--- src/rtl/rank_filter.sv ---
// rank_filter: rank-order filter. It accepts a window of N unsigned samples
// through a valid/ready handshake and sorts the window in place with a
// sequential odd-even transposition network, running one phase per cycle.
// It returns the median, minimum, maximum or a chosen rank of the window.
//
// Ports:
//   clk_i, rst_ni       clock, asynchronous active-low reset
//   in_valid_i          input window valid
//   in_ready_o          window can be accepted (state == IDLE)
//   data_i [N*DATA_W]   packed window, sample k at [k*DATA_W +: DATA_W]
//   mode_i [2]          00 median, 01 min, 10 max, 11 rank
//   rank_i [IDX_W]      rank for mode 11, 0 = smallest, clamped to N-1
//   out_valid_o         result valid, held until out_ready_i
//   out_ready_i         downstream accepts the result
//   data_o [DATA_W]     selected value, registered
//   busy_o              high in SORT or DONE
module rank_filter #(
  parameter int unsigned DATA_W     = 8,
  parameter int unsigned N          = 9,
  parameter int unsigned EARLY_EXIT = 1,
  parameter int unsigned IDX_W      = $clog2(N)
) (
  input  logic                  clk_i,
  input  logic                  rst_ni,
  input  logic                  in_valid_i,
  output logic                  in_ready_o,
  input  logic [N*DATA_W-1:0]   data_i,
  input  logic [1:0]            mode_i,
  input  logic [IDX_W-1:0]      rank_i,
  output logic                  out_valid_o,
  input  logic                  out_ready_i,
  output logic [DATA_W-1:0]     data_o,
  output logic                  busy_o
);

  localparam int unsigned        CNT_W    = $clog2(N + 1);
  localparam logic [CNT_W-1:0]   CNT_DONE = CNT_W'(N);
  localparam logic [IDX_W-1:0]   IDX_MAX  = IDX_W'(N - 1);
  localparam logic [IDX_W-1:0]   IDX_MED  = IDX_W'((N - 1) / 2);

  typedef enum logic [1:0] {IDLE, SORT, DONE} state_t;

  state_t              state;
  logic [DATA_W-1:0]   arr       [N];
  logic [DATA_W-1:0]   phase_arr [N];
  logic [CNT_W-1:0]    cnt;
  logic [IDX_W-1:0]    sel;
  logic [IDX_W-1:0]    sel_in;
  logic                prev_clean;
  logic                swap_any;

  assign in_ready_o = (state == IDLE);
  assign busy_o     = (state != IDLE);

  // Selection index derived from mode/rank at the accept edge.
  always_comb begin
    sel_in = IDX_MED;
    case (mode_i)
      2'b00:   sel_in = IDX_MED;
      2'b01:   sel_in = '0;
      2'b10:   sel_in = IDX_MAX;
      default: sel_in = (rank_i > IDX_MAX) ? IDX_MAX : rank_i;
    endcase
  end

  // One transposition phase: pairs start at even indices on even cnt and at
  // odd indices on odd cnt, so the pairs never overlap within a phase.
  always_comb begin
    phase_arr = arr;
    swap_any  = 1'b0;
    for (int unsigned i = 0; i + 1 < N; i++) begin
      if ((i[0] == cnt[0]) && (arr[i] > arr[i+1])) begin
        phase_arr[i]   = arr[i+1];
        phase_arr[i+1] = arr[i];
        swap_any       = 1'b1;
      end
    end
  end

  // Control FSM, sample array and output registers.
  always_ff @(posedge clk_i or negedge rst_ni) begin
    if (!rst_ni) begin
      state       <= IDLE;
      cnt         <= '0;
      sel         <= '0;
      prev_clean  <= 1'b0;
      out_valid_o <= 1'b0;
      data_o      <= '0;
      for (int unsigned k = 0; k < N; k++) arr[k] <= '0;
    end else begin
      case (state)
        IDLE: begin
          if (in_valid_i) begin
            for (int unsigned k = 0; k < N; k++) arr[k] <= data_i[k*DATA_W +: DATA_W];
            sel        <= sel_in;
            cnt        <= '0;
            prev_clean <= 1'b0;
            state      <= SORT;
          end
        end
        SORT: begin
          if (cnt == CNT_DONE) begin
            data_o      <= arr[sel];
            out_valid_o <= 1'b1;
            state       <= DONE;
          end else begin
            arr        <= phase_arr;
            prev_clean <= !swap_any;
            // Two consecutive swap-free phases (one of each parity) mean sorted.
            if ((EARLY_EXIT != 0) && !swap_any && prev_clean) cnt <= CNT_DONE;
            else                                               cnt <= cnt + CNT_W'(1);
          end
        end
        DONE: begin
          if (out_ready_i) begin
            out_valid_o <= 1'b0;
            state       <= IDLE;
          end
        end
        default: state <= IDLE;
      endcase
    end
  end

endmodule

--- config.mk ---
export PLATFORM = sky130hd
export DESIGN_NAME = rank_filter
export DESIGN_NICKNAME = d
export VERILOG_FILES = /design/src/rtl/rank_filter.sv
export SDC_FILE = /design/constraint.sdc
export NUM_CORES = 1
export LEC_CHECK = 0
export CAP_MARGIN = 20
export CORE_MARGIN = 2
export CORE_UTILIZATION = 25
export CTS_CLUSTER_SIZE = 12
export DETAILED_ROUTE_END_ITERATION = 16
export DONT_BUFFER_PORTS = 1
export GPL_ROUTABILITY_DRIVEN = 0
export HOLD_SLACK_MARGIN = 0.02
export MAX_ROUTING_LAYER = met4
export PLACE_DENSITY_LB_ADDON = 0.05
export REMOVE_ABC_BUFFERS = 1
export SYNTH_ARGS = -nofsm -noshare
export SYNTH_HDL_FRONTEND = slang
export SYNTH_SLANG_ARGS = --single-unit
--- constraint.sdc ---
create_clock -name clk_i -period 2.7 [get_ports clk_i]
set_input_delay 0.405 -clock clk_i [delete_from_list [all_inputs] [get_ports clk_i]]
set_output_delay 0.405 -clock clk_i [all_outputs]
set_load 0.02 [all_outputs]
**Metal 1**

Bar = 50 µm. Supply wires on this layer in grey.
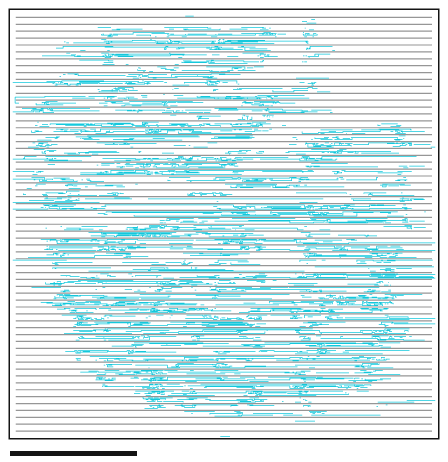
longest straight run: 85.1 µm
nets with wire on the layer: 881
share of all routed wire: 48%
main direction: horizontal
wire length on this layer: 12400 µm

**Metal 2**

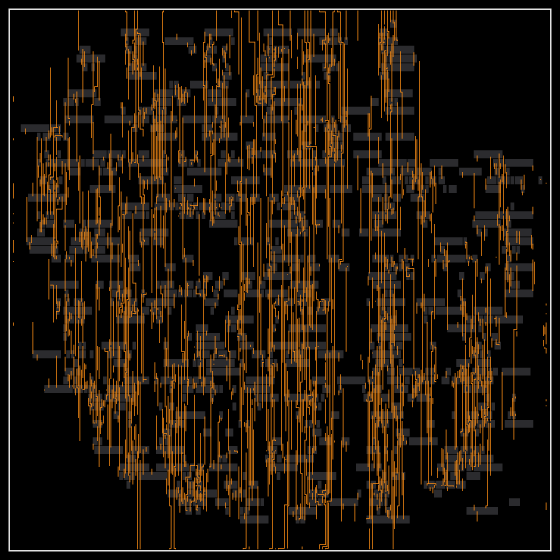
longest straight run: 72.4 µm
main direction: vertical
share of all routed wire: 47%
nets with wire on the layer: 774
wire length on this layer: 12100 µm

==> flow_summary.toml <==
# yosys + openroad results
[clock_tree]
cts-root-buf = "sky130_fd_sc_hd__clkbuf_16"
clock_insertion_delay_worst_skew_ns = 0.36
post-cts-setup-buffer-count = 0
cts_htree_levels = 3
tritoncts = "done"
clockBufferDepth = 2
clk_pin_slew_worst_paths_ns = 0.08
numClockSinks = 92
total_cts_buffers = 9

[route]
viasPerCell = 5.22
dr_wl_met2_mm = 12.1
routed_wl_mm = 25.9
wl_met1_mm = 12.4
wire_per_inst_um = 22.4
routed-wl-met3_mm = 1.03
drt-pass1-iter-count = 5
route.vias.total = 6044
detail-route-antenna-nets = 0
initialDrtViolationCount = 341
detail_route.drc_violations = 0
dr.max_layer_used = "met4"

[global_route]
grt_most_used_layer = "met2"
global_route_wire_length_before_repair_mm = 39.0
grt_max_degree = 93
grt_antenna_before_repair = 3
first_global_vias = 6140
met2_usage_pct = 29.9
gr-usage-met1_pct = 25.5
grt.met3_usage_pct = 2.67
grt_use_total_pct = 18.9
grt_remaining_overflow = 0

[sta]
report.final.hold_viol_count = 0
rsz0062_at_grt = "no"
fin_ws_ns = 0.156
setup_viol = 0
min_period_over_period_pct = 94.2
final_critical_delay_including_setup_and_external_delays_ns = 2.54
drv_slew = 0
clock-skew-final_ns = 0.0111
total_negative_slack_for_setup_checks_ns = 0
slew_headroom_pct = 51.5
fmax_ghz = 0.393
worstMarginPinSlew_ns = 0.725
hold_ws_ns = 0.178

[critical_path]
crit_cells = 9
critical-path-top-delay-family = "AND-OR/OR-AND gates"
r2r-start = "arr[31]$_DFFE_PN0P_"
critPathMaxFanout = 15
setup.reg_to_reg.worst_slack_ns = 0.16
cp-start-kind = "register"
crit-reg2reg-capture = "arr[32]$_DFFE_PN0P_"
crit_path_end = "arr[32]$_DFFE_PN0P_"
critical_path.n_buffers_inverters = 2
critical-path-slowest-cell = "sky130_fd_sc_hd__dfrtp_1"
timing.critical_path.slowest_cell_delay_ns = 0.45
cp_data_arrival_time_ns = 2.76
worstSetupPathType = "reg2reg"
worstSetupStartpoint = "arr[31]$_DFFE_PN0P_"
ff2ff_path_depth = 9
crit_path_cell_trace = "inv_1 -> ha_1 -> and3_1 -> a221o_1 -> a22oi_4 -> buf_6 -> nor2_1 -> a221oi_1 -> a21oi_1"
cp.required_ns = 2.92
end_kind = "register"

[placement]
place_hpwl_mm = 19.6
place_inst = 1135
post_place_worst_slack_ns = -0.0173
numPortBuffers = 0
dpl_cell_area_um2 = 7470

[yosys]
ys_warn_count = 0
top_area_cell = "sky130_fd_sc_hd__dfrtp_1"
syn_avg_cell_area_um2 = 8.65
edf_count = 0
synth.most_common_cell = "sky130_fd_sc_hd__nor2_1"
post_synth_main_area_contributors = "sky130_fd_sc_hd__dfrtp_1 34%, sky130_fd_sc_hd__ha_1 12%, sky130_fd_sc_hd__nor2_1 6.2%"
top_area_share_pct = 33.9
synth_cells = 785
yosysCellCount = 785
mapped_cell_area_um2 = 6790
synth_flops = 92
proportion_of_register_bits_with_asynchronous_set_or_reset_after_synthesis_pct = 100
synthFlopType = "sky130_fd_sc_hd__dfrtp_1"
synth_chip_area_um2 = 6790
synth.top_cells.by_count = "113 x sky130_fd_sc_hd__nor2_1, 92 x sky130_fd_sc_hd__dfrtp_1, 81 x sky130_fd_sc_hd__nand2_1"
synth-seq-area-share_pct = 33.9
yosysUniqueCellTypes = 54

[final_layout]
mostFrequentLayoutCells = "111 x sky130_fd_sc_hd__nor2_1, 90 x sky130_fd_sc_hd__dfrtp_1, 80 x sky130_fd_sc_hd__a21oi_1, 80 x sky130_fd_sc_hd__nand2_1, 73 x sky130_fd_sc_hd__inv_1"
final_layout_top_logic_cell = "sky130_fd_sc_hd__nor2_1"
n_fill_cell = 2833
finish.instance_area_um2 = 7900
drive_gt1_share_pct = 13.2
final_util_pct = 29.5
syn2layout_area_growth_pct = 16.3
stdcell_count = 1157
count_of_nets_after_finishing = 956

[pwr]
power.share.switching_pct = 51.1
power.sequential.fraction_pct = 22.9
comb_power_share_pct = 65.4
power.clock.fraction_pct = 11.7
pwr_density_cell_nw_per_um2 = 1680
internal_power_uw = 6490
leakage_uw = 0.00354
ir_drop_worst_case_vdd_mv = 0.458
switching_power_uw = 6770
total_power_uw = 13300

[min_path]
hold_path_end = "sel[1]$_DFFE_PN0P_"
timing.hold.worst.start = "rank_i[1]"
worstHoldPathType = "in2reg"
whs_path_depth = 1

[floorplanning]
die_area_um2 = 28500
design.portCount = 93
die_width_um = 169
placeable_core_area_um2 = 26800
placement_rows = 60
fp_util_pct = 25.4
die-height_um = 169

[flow_run]
number_of_maximum_capacitance_constraint_violations = 0
warning_count = 26

[run_status]
run_status = "complete, no violations"
[registers in the layout, summed over array words and instances (netlist names)]
name,cells
prev_clean,1
out_valid_o,1
state,2
arr,72
cnt,4
sel,4
data_o,8
[cell families after synthesis]
kind of cell	count (synthesis)	synth area share, %
compound gates	224	22.2
xor+xnor	1	0.129
fa+ha+maj	66	12.2
buf+inv	115	6.78
flops	92	33.9
mux	43	9.28
simple gates	244	15.5
[power by group through the flow]
stage / logic [µW] / clock network [µW] / registers (µW)
2_1_floorplan: 5520 / 0 / 2800
3_3_place_gp: 8520 / 0 / 3060
3_5_place_dp: 8580 / 0 / 3080
4_1_cts: 8670 / 1610 / 3050
5_1_grt: 9690 / 1650 / 3150
6_report: 8680 / 1560 / 3030
[repair_timing]
action	in CTS	in global routing
hold buffers	2	0
gates resized	1	8
hold endpoints to repair	92	0
cloned	0	0
endpoints found under the setup margin	6	23
[layout make-up]
class | instances | area [µm²] | share of cell area [%]
Clock inverter | 7 | 124 | 1.57
Clock buffer | 9 | 225 | 2.85
Sequential cell | 92 | 2300 | 29.2
Antenna cell | 3 | 7.51 | 0.0950
Tap cell | 341 | 427 | 5.40
Inverter | 74 | 278 | 3.51
Timing Repair Buffer | 53 | 474 | 6.00
Multi-Input combinational cell | 578 | 4060 | 51.4
[worst reg2reg max path, stage by stage, from the launching register on]
cell and delay [ns]:
sky130_fd_sc_hd__dfrtp_1 0.45, sky130_fd_sc_hd__inv_1 0.07, sky130_fd_sc_hd__ha_1 0.31, sky130_fd_sc_hd__and3_1 0.21
sky130_fd_sc_hd__a221o_1 0.41, sky130_fd_sc_hd__a22oi_4 0.28, sky130_fd_sc_hd__buf_6 0.23, sky130_fd_sc_hd__nor2_1 0.09
sky130_fd_sc_hd__a221oi_1 0.25, sky130_fd_sc_hd__a21oi_1 0.12
